placement_by_type.png
Scale: 1 px per um. Fill, decap, tap and diode cells in gray.
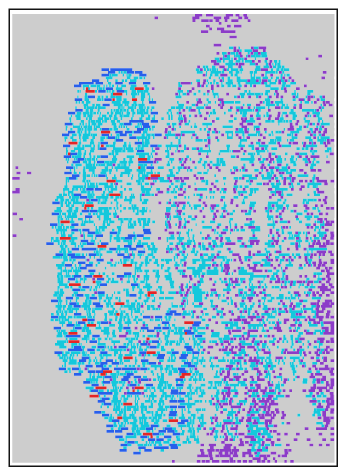
layer_met3.png
Scale: 1 px per um.
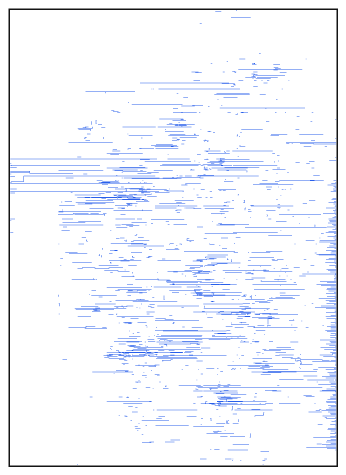
congestion.png
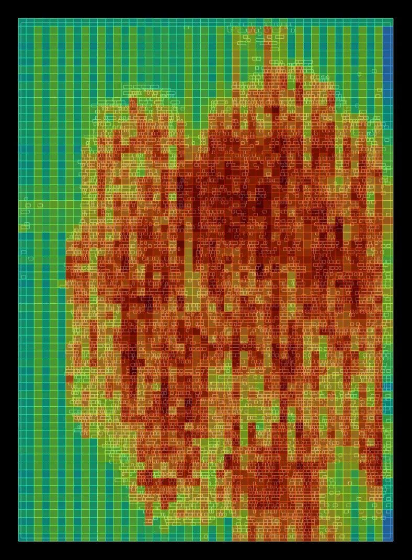
Design ex_stage_md, sky130hd; sources not shown.
==> qor.csv <==
stage;metric;value;unit
timing;setup_tns;-5640;ps
route;vias_per_cell;5.59;
worst_setup_path;start_kind;input pin;
synth;yosysWarnings;0;
power_and_ir_drop;p_clk_share;21.4;%
worst_hold_path;hold_depth;2;
synth;top_area_share;16.0;%
grt;grt_max_degree;145;
synth;synth_flops;268;
worst_setup_path;worst-path-max-fanout;5;
synth;netlist_logic_family_top;AND-OR/OR-AND gates;
worst_hold_path;hp-class;register to register;
layout;layout-drive-gt1-share;26.5;%
floorplanning;die_w;326;um
worst_setup_path;crit_path_frequent_cell;buf_6;
power_and_ir_drop;p_per_area;139;nW/um2
clock_network;cts_setup_buffers;81;
route;drtAntennaViolNets;0;
synth;ys_seq_share;16.0;%
clock_network;numCtsBuffers;28;
layout;fillers;15500;
timing;finalCritPeriodShare;107;%
route;vias;43400;
worst_setup_path;critPathBufInv;9;
power_and_ir_drop;p_int;3.91;mW
clock_network;cts_sinks;268;
worst_setup_path;worstSetupPathType;input pin to primary output;
clock_network;cts_tree;yes;
clock_network;clk_latency;640;ps
grt;grt_pass1_vias;42900;
synth;synth_area;33500;um2
timing;drv_slew;0;
timing;fin_crit;8380;ps
power_and_ir_drop;switching_share;43.2;%
worst_setup_path;slowest_delay;580;ps
job;maxCapViolations;0;
status;outcome;finished with violations;
timing;grt_setup_unrepaired;true;
power_and_ir_drop;power_frac_comb;57.6;%
power_and_ir_drop;top_power_group;combinational cells;
synth;aoi_share;32.1;%
floorplanning;die.size.y;455;um
power_and_ir_drop;p_leak;19.9;nW
worst_setup_path;required;6240;ps
timing;hold_viol_final;0;
grt;grt_pass1_wl;314000;um
synth;syn-num-nets;5199;
status;violations;negative setup slack;
power_and_ir_drop;comb_power;3.97;mW
synth;top_area_cell;dfxtp_1;
synth;yosys_cells;4757;
clock_network;cts.clk_slew.worst_paths;70;ps
worst_setup_path;worst-path-stages;25;
synth;synthArstFlopShare;0;%
timing;fin_ws;-577;ps
layout;nets;6271;
grt;antenna_found_initial;8;
clock_network;cts_root_buffer;clkbuf_16;
timing;fmax;0.119;GHz
power_and_ir_drop;power.switching;2.98;mW
worst_setup_path;r2r_cells;17;
placement;io_buffers;357;
clock_network;h-tree-depth;1;
clock_network;holdBufCountCts;0;
worst_setup_path;crit_arrival;6820;ps
worst_setup_path;crit_family;AND-OR/OR-AND gates;
placement;dp_hpwl;182000;um
synth;muxShareOfSynthArea;6.45;%
synth;synthTopCellsByArea;dfxtp_1, ha_1, nand2_1;
timing;holdWs;450;ps
synth;yosys-top-cells-count;nand2_1, nor2_1, a21oi_1;
power_and_ir_drop;pwr.group.clock;1.47;mW
synth;xor_share;7.69;%
route;drtPass1Iterations;6;
route;drc;0;
power_and_ir_drop;seq_cell_power;1.45;mW
timing;setup_viol;21;
layout;seq_area;5370;um2
synth;ff_type;dfxtp_1;
layout;logic_area;28100;um2
## Picture notes: placement_by_type.png
legend:
  flops:
    color: blue
    cells: 268
    share_of_their_area: 11%
  other buffers and delay cells:
    color: purple
    cells: 1,383
    share_of_their_area: 25%
  clock drivers and dummy loads:
    color: red
    cells: 52
    share_of_their_area: 2.1%
  combinational and other logic:
    color: cyan
    cells: 4,148
    share_of_their_area: 61%
flop share of the area: 10.8%
core area: 145,000 um2
num rows: 165
final core utilization: 34.3%
Final Cell Area: 49,600 um2

## Picture notes: layer_met3.png
main direction: horizontal
nets with wire on the layer: 862
share of all routed wire: 5.9%
longest straight run: 148 um
wire length on this layer: 13,100 um
GR met3 Demand/Resource: 3.91%
DRT Wirelength: 224,000 um

## Picture notes: congestion.png
DR WL/cell: 28.8 um
met1 Usage GRT: 32.0%
global routing's busiest layer: met2
GRT Util Overall: 28.8%

## placed cells by master (no fill, tap or decap), drive strengths merged, types with 36 or more instances in the layout
master | Yosys | routed
or4 | 36 | 36
o21bai | 40 | 40
xor2 | 132 | 132
a21o | 88 | 88
and2 | 82 | 82
a221oi | 43 | 43
nor2 | 406 | 406
a22oi | 71 | 71
xnor2 | 162 | 162
clkbuf | 259 | 41
o211ai | 43 | 43
a311oi | 52 | 52
clkdlybuf4s50 | 0 | 294
o22ai | 66 | 66
nand4 | 43 | 43
nand2 | 593 | 593
a31oi | 85 | 85
dfxtp | 268 | 268
nor3 | 131 | 131
ha | 209 | 209
a21oi | 388 | 388
or3 | 37 | 37
inv | 178 | 176
nor2b | 36 | 36
nor4 | 52 | 52
buf | 83 | 1078
a211oi | 82 | 82
mux2i | 121 | 121
nand2b | 39 | 39
nand3 | 125 | 125
o31ai | 65 | 65
o21ai | 333 | 333
## routing by layer
metal	vias to the layer above	part of all wire (%)	GRT usage, %
li1	19700	-	-
met1	21100	37	32.0
met2	1959	47	49.3
met3	625	5.9	3.91
met4	4	9.8	22.7
met5	-	0.013	0
## per-stage QoR
| step | setup WS, ps | area (um2) | instances |
|---|---|---|---|
| final | -577 | 49600 | 7774 |
| after global routing | -613 | 49600 | 7773 |
| after CTS | -474 | 48900 | 7750 |
| after detailed placement | -1570 | 45700 | 7623 |
| after global placement | -1540 | 45700 | 7623 |
| after floorplan | -89.7 | 33700 | 4757 |
## worst min-delay path: stages (launching register included)
cell	delay [ps]
dfxtp_1	310
nand2_1	50
a21oi_1	50
## final cells by class
cell class	instances	area share [%]
Clock buffer	38	1.59
Multi-Input combinational cell	3970	56.7
Clock inverter	14	0.381
Sequential cell	268	10.8
Inverter	178	1.41
Timing Repair Buffer	1383	24.2
Antenna cell	3	0.0151
Tap cell	1920	4.84
